==> run_1/congestion_map.png <==
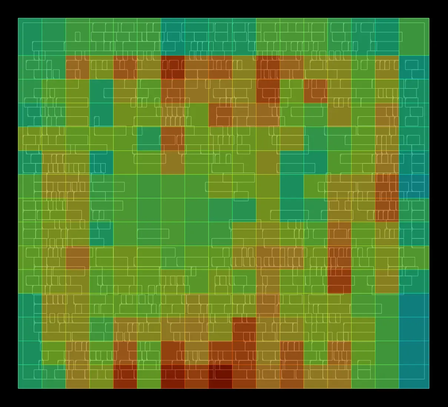
==> run_1/ff_map.png <==
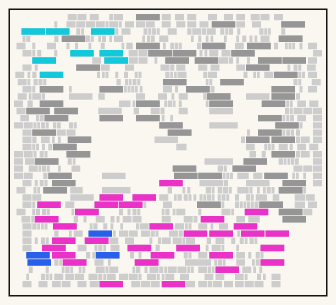
==> run_1/layers.png <==
Two of the layers only.
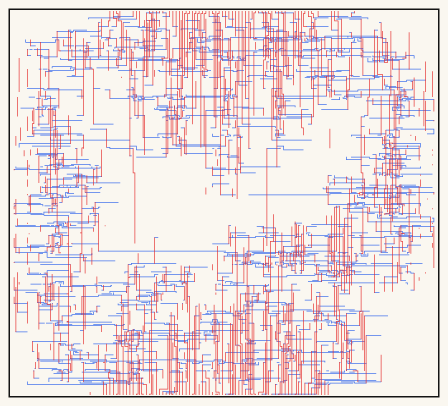
==> run_1/floorplan.png <==
Bar = 20 um. Pins as bars on the die edge. Tap cells in grey.
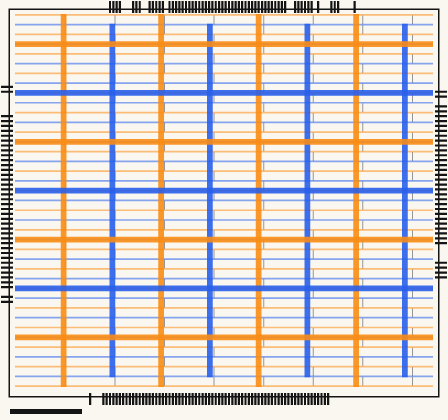
<file path="src/rtl/axi4_lite_slave_endpoint_pkg.sv">
// Shared types for the AXI4-Lite slave endpoint: response codes and the
// write/read FSM state encodings.
package axi4_lite_pkg;

  typedef enum logic [1:0] {
    RESP_OKAY   = 2'b00,
    RESP_EXOKAY = 2'b01,
    RESP_SLVERR = 2'b10,
    RESP_DECERR = 2'b11
  } resp_t;

  typedef enum logic [1:0] {
    W_IDLE = 2'd0,
    W_USER = 2'd1,
    W_RESP = 2'd2
  } w_state_t;

  typedef enum logic [1:0] {
    R_IDLE = 2'd0,
    R_USER = 2'd1,
    R_RESP = 2'd2
  } r_state_t;

endpackage

</file>
<file path="src/rtl/axi4_lite_slave_endpoint_if.sv">
// Bundle of the five AXI4-Lite channels plus the user-side write/read port.
// The slave modport is the endpoint's view; master is the environment's view
// (AXI master driving requests and user logic answering them).
interface axi4_lite_slave_endpoint_if #(
  parameter int DATA_BYTES = 4,
  parameter int ADDR_BYTES = 1
);
  localparam int DW = DATA_BYTES * 8;
  localparam int AW = ADDR_BYTES * 8;

  logic                  awvalid, awready;
  logic [AW-1:0]         awaddr;
  logic [2:0]            awprot;
  logic                  wvalid, wready;
  logic [DW-1:0]         wdata;
  logic [DATA_BYTES-1:0] wstrb;
  logic                  bvalid, bready;
  logic [1:0]            bresp;
  logic                  arvalid, arready;
  logic [AW-1:0]         araddr;
  logic [2:0]            arprot;
  logic                  rvalid, rready;
  logic [DW-1:0]         rdata;
  logic [1:0]            rresp;

  logic                  wr_valid, wr_ready;
  logic [AW-1:0]         wr_addr;
  logic [2:0]            wr_prot;
  logic [DW-1:0]         wr_data;
  logic [DATA_BYTES-1:0] wr_strb;
  logic [1:0]            wr_resp;
  logic                  rd_valid, rd_ready;
  logic [AW-1:0]         rd_addr;
  logic [2:0]            rd_prot;
  logic [DW-1:0]         rd_data;
  logic [1:0]            rd_resp;

  modport slave (
    input  awvalid, awaddr, awprot, wvalid, wdata, wstrb, bready,
           arvalid, araddr, arprot, rready,
           wr_ready, wr_resp, rd_ready, rd_data, rd_resp,
    output awready, wready, bvalid, bresp, arready, rvalid, rdata, rresp,
           wr_valid, wr_addr, wr_prot, wr_data, wr_strb,
           rd_valid, rd_addr, rd_prot
  );

  modport master (
    output awvalid, awaddr, awprot, wvalid, wdata, wstrb, bready,
           arvalid, araddr, arprot, rready,
           wr_ready, wr_resp, rd_ready, rd_data, rd_resp,
    input  awready, wready, bvalid, bresp, arready, rvalid, rdata, rresp,
           wr_valid, wr_addr, wr_prot, wr_data, wr_strb,
           rd_valid, rd_addr, rd_prot
  );
endinterface

</file>
<file path="src/rtl/axi4_lite_slave_endpoint.sv">
// AXI4-Lite slave endpoint. Terminates AW/W/B and AR/R, hands each write and
// read to user logic over a valid/ready port and returns the user's response.
// Write and read paths are independent FSMs; every output is a flop.
module axi4_lite_slave_endpoint
  import axi4_lite_pkg::*;
#(
  parameter int DATA_BYTES = 4,
  parameter int ADDR_BYTES = 1
) (
  input  logic                        aclk,
  input  logic                        areset,
  axi4_lite_slave_endpoint_if.slave   bus
);
  localparam int DW = DATA_BYTES * 8;
  localparam int AW = ADDR_BYTES * 8;

  // ---------------- write path state ----------------
  w_state_t              w_state_q, w_state_d;
  logic                  awready_q, wready_q, aw_got_q, w_got_q;
  logic                  wr_valid_q, bvalid_q;
  logic [AW-1:0]         wr_addr_q;
  logic [2:0]            wr_prot_q;
  logic [DW-1:0]         wr_data_q;
  logic [DATA_BYTES-1:0] wr_strb_q;
  resp_t                 bresp_q;
  logic                  aw_fire_s, w_fire_s, aw_have_s, w_have_s;

  // ---------------- read path state ----------------
  r_state_t              r_state_q, r_state_d;
  logic                  arready_q, rd_valid_q, rvalid_q;
  logic [AW-1:0]         rd_addr_q;
  logic [2:0]            rd_prot_q;
  logic [DW-1:0]         rdata_q;
  resp_t                 rresp_q;
  logic                  ar_fire_s;

  // AW and W are tracked separately so they can land in either order or together.
  assign aw_fire_s = bus.awvalid & awready_q;
  assign w_fire_s  = bus.wvalid & wready_q;
  assign aw_have_s = aw_got_q | aw_fire_s;
  assign w_have_s  = w_got_q | w_fire_s;
  assign ar_fire_s = bus.arvalid & arready_q;

  // Write FSM next-state selection.
  always_comb begin
    w_state_d = w_state_q;
    case (w_state_q)
      W_IDLE: if (aw_have_s && w_have_s) w_state_d = W_USER; else w_state_d = W_IDLE;
      W_USER: if (bus.wr_ready)          w_state_d = W_RESP; else w_state_d = W_USER;
      W_RESP: if (bus.bready)            w_state_d = W_IDLE; else w_state_d = W_RESP;
      default:                           w_state_d = W_IDLE;
    endcase
  end

  // Write path: capture AW/W, present to user, return the user's response on B.
  always_ff @(posedge aclk or posedge areset) begin
    if (areset) begin
      w_state_q  <= W_IDLE;
      awready_q  <= 1'b0;
      wready_q   <= 1'b0;
      aw_got_q   <= 1'b0;
      w_got_q    <= 1'b0;
      wr_valid_q <= 1'b0;
      bvalid_q   <= 1'b0;
      wr_addr_q  <= '0;
      wr_prot_q  <= 3'b000;
      wr_data_q  <= '0;
      wr_strb_q  <= '0;
      bresp_q    <= RESP_OKAY;
    end else begin
      w_state_q <= w_state_d;
      case (w_state_q)
        W_IDLE: begin
          if (aw_fire_s) begin
            wr_addr_q <= bus.awaddr;
            wr_prot_q <= bus.awprot;
          end
          if (w_fire_s) begin
            wr_data_q <= bus.wdata;
            wr_strb_q <= bus.wstrb;
          end
          if (aw_have_s && w_have_s) begin
            awready_q  <= 1'b0;
            wready_q   <= 1'b0;
            aw_got_q   <= 1'b0;
            w_got_q    <= 1'b0;
            wr_valid_q <= 1'b1;
          end else begin
            // Readys come up on the first edge out of reset and each drops after its own capture.
            awready_q <= ~aw_have_s;
            wready_q  <= ~w_have_s;
            aw_got_q  <= aw_have_s;
            w_got_q   <= w_have_s;
          end
        end
        W_USER: begin
          if (bus.wr_ready) begin
            bresp_q    <= resp_t'(bus.wr_resp);
            wr_valid_q <= 1'b0;
            bvalid_q   <= 1'b1;
          end
        end
        W_RESP: begin
          if (bus.bready) begin
            bvalid_q  <= 1'b0;
            awready_q <= 1'b1;
            wready_q  <= 1'b1;
          end
        end
        default: begin
          awready_q  <= 1'b0;
          wready_q   <= 1'b0;
          aw_got_q   <= 1'b0;
          w_got_q    <= 1'b0;
          wr_valid_q <= 1'b0;
          bvalid_q   <= 1'b0;
        end
      endcase
    end
  end

  // Read FSM next-state selection.
  always_comb begin
    r_state_d = r_state_q;
    case (r_state_q)
      R_IDLE: if (ar_fire_s)    r_state_d = R_USER; else r_state_d = R_IDLE;
      R_USER: if (bus.rd_ready) r_state_d = R_RESP; else r_state_d = R_USER;
      R_RESP: if (bus.rready)   r_state_d = R_IDLE; else r_state_d = R_RESP;
      default:                  r_state_d = R_IDLE;
    endcase
  end

  // Read path: capture AR, present to user, return user data/response on R.
  always_ff @(posedge aclk or posedge areset) begin
    if (areset) begin
      r_state_q  <= R_IDLE;
      arready_q  <= 1'b0;
      rd_valid_q <= 1'b0;
      rvalid_q   <= 1'b0;
      rd_addr_q  <= '0;
      rd_prot_q  <= 3'b000;
      rdata_q    <= '0;
      rresp_q    <= RESP_OKAY;
    end else begin
      r_state_q <= r_state_d;
      case (r_state_q)
        R_IDLE: begin
          if (ar_fire_s) begin
            rd_addr_q  <= bus.araddr;
            rd_prot_q  <= bus.arprot;
            arready_q  <= 1'b0;
            rd_valid_q <= 1'b1;
          end else begin
            arready_q <= 1'b1;
          end
        end
        R_USER: begin
          if (bus.rd_ready) begin
            rdata_q    <= bus.rd_data;
            rresp_q    <= resp_t'(bus.rd_resp);
            rd_valid_q <= 1'b0;
            rvalid_q   <= 1'b1;
          end
        end
        R_RESP: begin
          if (bus.rready) begin
            rvalid_q  <= 1'b0;
            arready_q <= 1'b1;
          end
        end
        default: begin
          arready_q  <= 1'b0;
          rd_valid_q <= 1'b0;
          rvalid_q   <= 1'b0;
        end
      endcase
    end
  end

  assign bus.awready  = awready_q;
  assign bus.wready   = wready_q;
  assign bus.bvalid   = bvalid_q;
  assign bus.bresp    = bresp_q;
  assign bus.wr_valid = wr_valid_q;
  assign bus.wr_addr  = wr_addr_q;
  assign bus.wr_prot  = wr_prot_q;
  assign bus.wr_data  = wr_data_q;
  assign bus.wr_strb  = wr_strb_q;
  assign bus.arready  = arready_q;
  assign bus.rvalid   = rvalid_q;
  assign bus.rdata    = rdata_q;
  assign bus.rresp    = rresp_q;
  assign bus.rd_valid = rd_valid_q;
  assign bus.rd_addr  = rd_addr_q;
  assign bus.rd_prot  = rd_prot_q;

endmodule

</file>
<file path="src/flat_wrapper.sv">
// flat-port wrapper written by rule: the top's interface ports become plain ports
module axi4_lite_slave_endpoint_flat import axi4_lite_pkg::*;
#(
  parameter int DATA_BYTES = 4,
  parameter int ADDR_BYTES = 1
)
  (aclk, areset, bus_awvalid, bus_awaddr, bus_awprot, bus_wvalid, bus_wdata, bus_wstrb, bus_bready, bus_arvalid, bus_araddr, bus_arprot, bus_rready, bus_wr_ready, bus_wr_resp, bus_rd_ready, bus_rd_data, bus_rd_resp, bus_awready, bus_wready, bus_bvalid, bus_bresp, bus_arready, bus_rvalid, bus_rdata, bus_rresp, bus_wr_valid, bus_wr_addr, bus_wr_prot, bus_wr_data, bus_wr_strb, bus_rd_valid, bus_rd_addr, bus_rd_prot);
  axi4_lite_slave_endpoint_if #(.DATA_BYTES(DATA_BYTES), .ADDR_BYTES(ADDR_BYTES)) bus_i ();
  input  logic aclk;
  input  logic areset;
  input wire logic [$bits(bus_i.awvalid)-1:0] bus_awvalid;
  input wire logic [$bits(bus_i.awaddr)-1:0] bus_awaddr;
  input wire logic [$bits(bus_i.awprot)-1:0] bus_awprot;
  input wire logic [$bits(bus_i.wvalid)-1:0] bus_wvalid;
  input wire logic [$bits(bus_i.wdata)-1:0] bus_wdata;
  input wire logic [$bits(bus_i.wstrb)-1:0] bus_wstrb;
  input wire logic [$bits(bus_i.bready)-1:0] bus_bready;
  input wire logic [$bits(bus_i.arvalid)-1:0] bus_arvalid;
  input wire logic [$bits(bus_i.araddr)-1:0] bus_araddr;
  input wire logic [$bits(bus_i.arprot)-1:0] bus_arprot;
  input wire logic [$bits(bus_i.rready)-1:0] bus_rready;
  input wire logic [$bits(bus_i.wr_ready)-1:0] bus_wr_ready;
  input wire logic [$bits(bus_i.wr_resp)-1:0] bus_wr_resp;
  input wire logic [$bits(bus_i.rd_ready)-1:0] bus_rd_ready;
  input wire logic [$bits(bus_i.rd_data)-1:0] bus_rd_data;
  input wire logic [$bits(bus_i.rd_resp)-1:0] bus_rd_resp;
  output wire logic [$bits(bus_i.awready)-1:0] bus_awready;
  output wire logic [$bits(bus_i.wready)-1:0] bus_wready;
  output wire logic [$bits(bus_i.bvalid)-1:0] bus_bvalid;
  output wire logic [$bits(bus_i.bresp)-1:0] bus_bresp;
  output wire logic [$bits(bus_i.arready)-1:0] bus_arready;
  output wire logic [$bits(bus_i.rvalid)-1:0] bus_rvalid;
  output wire logic [$bits(bus_i.rdata)-1:0] bus_rdata;
  output wire logic [$bits(bus_i.rresp)-1:0] bus_rresp;
  output wire logic [$bits(bus_i.wr_valid)-1:0] bus_wr_valid;
  output wire logic [$bits(bus_i.wr_addr)-1:0] bus_wr_addr;
  output wire logic [$bits(bus_i.wr_prot)-1:0] bus_wr_prot;
  output wire logic [$bits(bus_i.wr_data)-1:0] bus_wr_data;
  output wire logic [$bits(bus_i.wr_strb)-1:0] bus_wr_strb;
  output wire logic [$bits(bus_i.rd_valid)-1:0] bus_rd_valid;
  output wire logic [$bits(bus_i.rd_addr)-1:0] bus_rd_addr;
  output wire logic [$bits(bus_i.rd_prot)-1:0] bus_rd_prot;
  assign bus_i.awvalid = bus_awvalid;
  assign bus_i.awaddr = bus_awaddr;
  assign bus_i.awprot = bus_awprot;
  assign bus_i.wvalid = bus_wvalid;
  assign bus_i.wdata = bus_wdata;
  assign bus_i.wstrb = bus_wstrb;
  assign bus_i.bready = bus_bready;
  assign bus_i.arvalid = bus_arvalid;
  assign bus_i.araddr = bus_araddr;
  assign bus_i.arprot = bus_arprot;
  assign bus_i.rready = bus_rready;
  assign bus_i.wr_ready = bus_wr_ready;
  assign bus_i.wr_resp = bus_wr_resp;
  assign bus_i.rd_ready = bus_rd_ready;
  assign bus_i.rd_data = bus_rd_data;
  assign bus_i.rd_resp = bus_rd_resp;
  assign bus_awready = bus_i.awready;
  assign bus_wready = bus_i.wready;
  assign bus_bvalid = bus_i.bvalid;
  assign bus_bresp = bus_i.bresp;
  assign bus_arready = bus_i.arready;
  assign bus_rvalid = bus_i.rvalid;
  assign bus_rdata = bus_i.rdata;
  assign bus_rresp = bus_i.rresp;
  assign bus_wr_valid = bus_i.wr_valid;
  assign bus_wr_addr = bus_i.wr_addr;
  assign bus_wr_prot = bus_i.wr_prot;
  assign bus_wr_data = bus_i.wr_data;
  assign bus_wr_strb = bus_i.wr_strb;
  assign bus_rd_valid = bus_i.rd_valid;
  assign bus_rd_addr = bus_i.rd_addr;
  assign bus_rd_prot = bus_i.rd_prot;
  axi4_lite_slave_endpoint #(.DATA_BYTES(DATA_BYTES), .ADDR_BYTES(ADDR_BYTES)) u_core (.aclk(aclk), .areset(areset), .bus(bus_i));
endmodule
</file>
<file path="config.mk">
export PLATFORM = sky130hd
export DESIGN_NAME = axi4_lite_slave_endpoint_flat
export DESIGN_NICKNAME = d
export VERILOG_FILES = /design/src/rtl/axi4_lite_slave_endpoint_pkg.sv /design/src/rtl/axi4_lite_slave_endpoint_if.sv /design/src/rtl/axi4_lite_slave_endpoint.sv /design/src/flat_wrapper.sv
export SDC_FILE = /design/constraint.sdc
export NUM_CORES = 1
export LEC_CHECK = 0
export ABC_AREA = 1
export CAP_MARGIN = 10
export CORE_ASPECT_RATIO = 0.9
export CORE_UTILIZATION = 35
export DETAILED_ROUTE_END_ITERATION = 12
export PLACE_DENSITY = 0.73
export SYNTH_ARGS = -nofsm -noshare
export SYNTH_HDL_FRONTEND = slang
export SYNTH_SLANG_ARGS = --single-unit
</file>
<file path="constraint.sdc">
create_clock -name aclk -period 4.6 [get_ports aclk]
set_input_delay 0.46 -clock aclk [delete_from_list [all_inputs] [get_ports aclk]]
set_output_delay 0.46 -clock aclk [all_outputs]
set_load 0.005 [all_outputs]
</file>
==> impl_metrics.json, run 1 <==
{
  "status": "finished clean",
  "final_cells": 838,
  "p_int_mw": 2.97,
  "grt_max_degree": 75,
  "yosys-top-cells-count": "153 x nand2_1, 107 x dfrtp_1, 71 x inv_1",
  "pg_seq_mw": 1.64,
  "cpPeakStageDelay_ps": 620,
  "yosysCellCount": 478,
  "tritoncts": "yes",
  "holdBufCountCts": 0,
  "dr.pass1.iters": 5,
  "switching_share": 0.313,
  "avgSynthCellArea_um2": 9.04,
  "grt.overflow.total": 0,
  "antenna_found_initial": 0,
  "p_clk_frac": 0.201,
  "cts_buffer_depth": 2,
  "placed_cell_area_mm2": 0.00646,
  "nWellTaps": 160,
  "seq_area_frac": 0.392
}
About congestion_map.png:
Avg WL per Cell: 12.9 um
met2 GRT Util: 0.291
Core Util, Final: 0.568

About ff_map.png:
legend:
  magenta:
    signal: u_core.bus.wr_data
    placed_flops: 32
    where: a horizontal strip, bottom
  cyan:
    signal: u_core.bus.rd_addr
    placed_flops: 8
    where: north-west
  blue:
    signal: u_core.bus.wr_strb
    placed_flops: 4
    where: south-west
not coloured: 63

About layers.png:
legend:
  blue:
    layer: M1
    wire_length: 4600 um
  red:
    layer: M2
    wire_length: 5540 um
Total GRT Usage: 0.171
vias: 3723
Total Wirelength: 10.8 mm

About floorplan.png:
legend:
  blue:
    net: VDD
  orange:
    net: VSS
met1 rails: 39
met4 straps: 8
met5 straps: 7

[run 1: per-layer routing]
metal  GRT usage  vias up
met4      0.0597        0
li1            -     1867
met3      0.0376        8
met5           0        -
met1       0.214     1729
met2       0.291      119
[run 1: cells in the final DEF (no fill, tap or decap), drive strengths merged]
| cell type | count |
|---|---|
| a21oi | 4 |
| dfrtp | 107 |
| bufinv | 3 |
| nand2 | 154 |
| mux2 | 2 |
| clkdlybuf4s50 | 203 |
| clkbuf | 12 |
| buf | 2 |
| nor2 | 1 |
| ha | 4 |
| inv | 74 |
| o21ai | 62 |
| clkinvlp | 1 |
| nor3 | 1 |
| nand4 | 2 |
| o22ai | 3 |
| nand3b | 2 |
| nand3 | 41 |
[run 1: tightest hold or removal path: cells and delay by family, from the launching register on]
kind | cells | cell delay, ps
flops | 1 | 340
simple gates | 2 | 100
==> run 2, diff against run 1 <==
PLACE_DENSITY = 0.76   (was 0.73)
clock period = 1.8 ns   (was 4.6 ns; I/O delays follow)
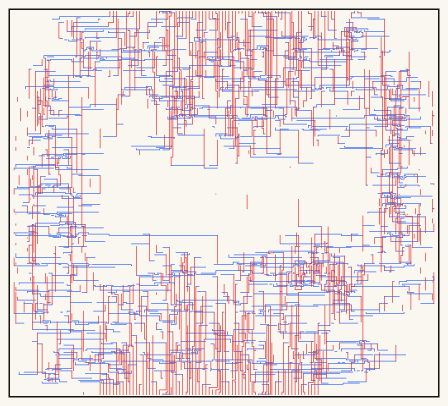
(run_2/layers.png)
Two of the layers only.
legend:
  red:
    layer: M2
    wire_length: 5280 um
  blue:
    layer: M1
    wire_length: 4520 um

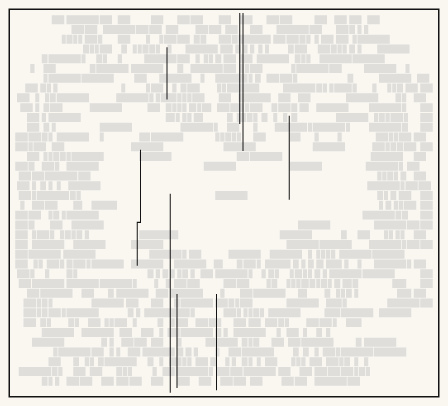
(run_2/m4.png)
Cells faint in the background.
longest straight run: 55.1 um
main direction: vertical
share of all routed wire: 2.3%
wire length on this layer: 246 um
vias: 3745
Total Wirelength: 10.6 mm

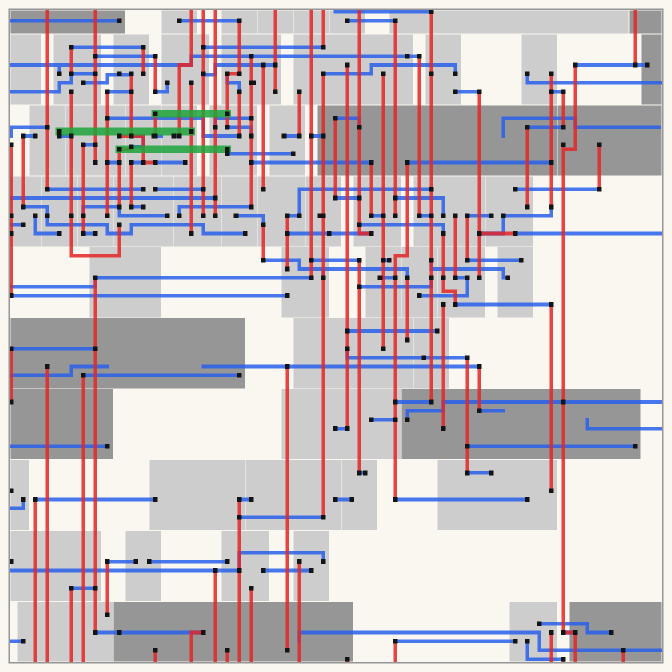
(run_2/closeup.png)
Window x 77 to 102, y 14 to 39 um. Cells in grey, sequential cells in the stronger grey; small squares are vias.
legend:
  red:
    layer: M2
  green:
    layer: M3
  blue:
    layer: M1
most frequent: nand2_1 (11), inv_1 (9)
netlist names of flops here include: u_core.bus.wr_data (2), u_core.w_state_q (2)
sequential cells in the window: 4
cells with their middle in the window: 48

==> run 2 against run 1 <==
Non-clock buffer count grew 5; clock-buffer cell count shrank 1; first-iteration DRC count shrank 0.90%; clock skew grew 2.8 ps; cell count grew 0.60%; core utilization is essentially flat; synthesized cell count is the same; die area is the same; largest power group unchanged; register-to-register slack lost 2100 ps; critical endpoint is now bus_wready; routed wire length shrank 1.5%; sequential power grew to 2.5 times the previous value.
==> impl_metrics.json, run 2 <==
{
  "dieHeight_um": 107,
  "final_cells": 843,
  "die-area_mm2": 0.0128,
  "period_needed_ps": 1480,
  "antenna_found_initial": 0,
  "yosys-top-cells-count": "153 x nand2_1, 107 x dfrtp_1, 71 x inv_1",
  "cpPeakStageDelay_ps": 550,
  "edf_count": 0,
  "initialDrtViolationCount": 220,
  "finalHoldViolations": 0,
  "leakage_nw": 3.34,
  "crit_family": "buffers and inverters",
  "synthCells": 478,
  "fmax_mhz": 677,
  "gr-usage-met2": 0.285,
  "synth_nets": 585,
  "r2r_cells": 3,
  "layout_top_cells": "203 x clkdlybuf4s50_1, 153 x nand2_1, 107 x dfrtp_1",
  "fin_util": 0.568,
  "cts_buffer_depth": 2,
  "grt_util_met3": 0.0466,
  "status": "finished clean",
  "grt_max_degree": 108,
  "grt.overflow.total": 0,
  "synth_cell_types": 21,
  "track_usage": 0.170,
  "ys.flop_type": "dfrtp_1",
  "viasPerCell": 4.44,
  "wire_per_inst_um": 12.6,
  "avgSynthCellArea_um2": 9.04,
  "dr.pass1.iters": 4,
  "worstPathMaxFanout": 4,
  "top_cell": "nand2_1",
  "fp.dieW_um": 119,
  "final_common_cell": "clkdlybuf4s50_1",
  "r2r_slack_ps": 330,
  "fp_util": 0.359,
  "placed_cell_area_mm2": 0.00653,
  "xor_area_frac": 0,
  "tritoncts": "yes",
  "worst-path-buf-inv": 1,
  "use_met1": 0.206,
  "top_layer_used": "met4",
  "grt_busiest_layer": "met2",
  "yosysCellCount": 478,
  "holdBufCountCts": 0
}
run 2: where the power goes:
part           switching (mW)  total, mW  internal [mW]
logic                    1.98       4.66           2.68
clock network           0.857       1.98           1.12
registers               0.640       4.17           3.53
total                    3.47       10.8           7.34
run 2: cell type report:
type                    count  area [um^2]  area share
repair buffers            210         2110       0.309
flip-flops and latches    107         2680       0.392
well taps                 160          200      0.0293
clock inverters             5         60.1     0.00879
multi-input cells         276         1260       0.184
inverters                  74          282      0.0412
clock buffers              11          243      0.0355
run 2: cell families (layout without fill, tap and decap cells):
logic type | Yosys count | after routing
compound gates | 69 | 69
fa+ha+maj | 4 | 4
buf+inv | 95 | 300
flops | 107 | 107
mux | 2 | 2
simple gates | 201 | 201
Power figures rest on the tool's default switching activity, not on a simulated workload.
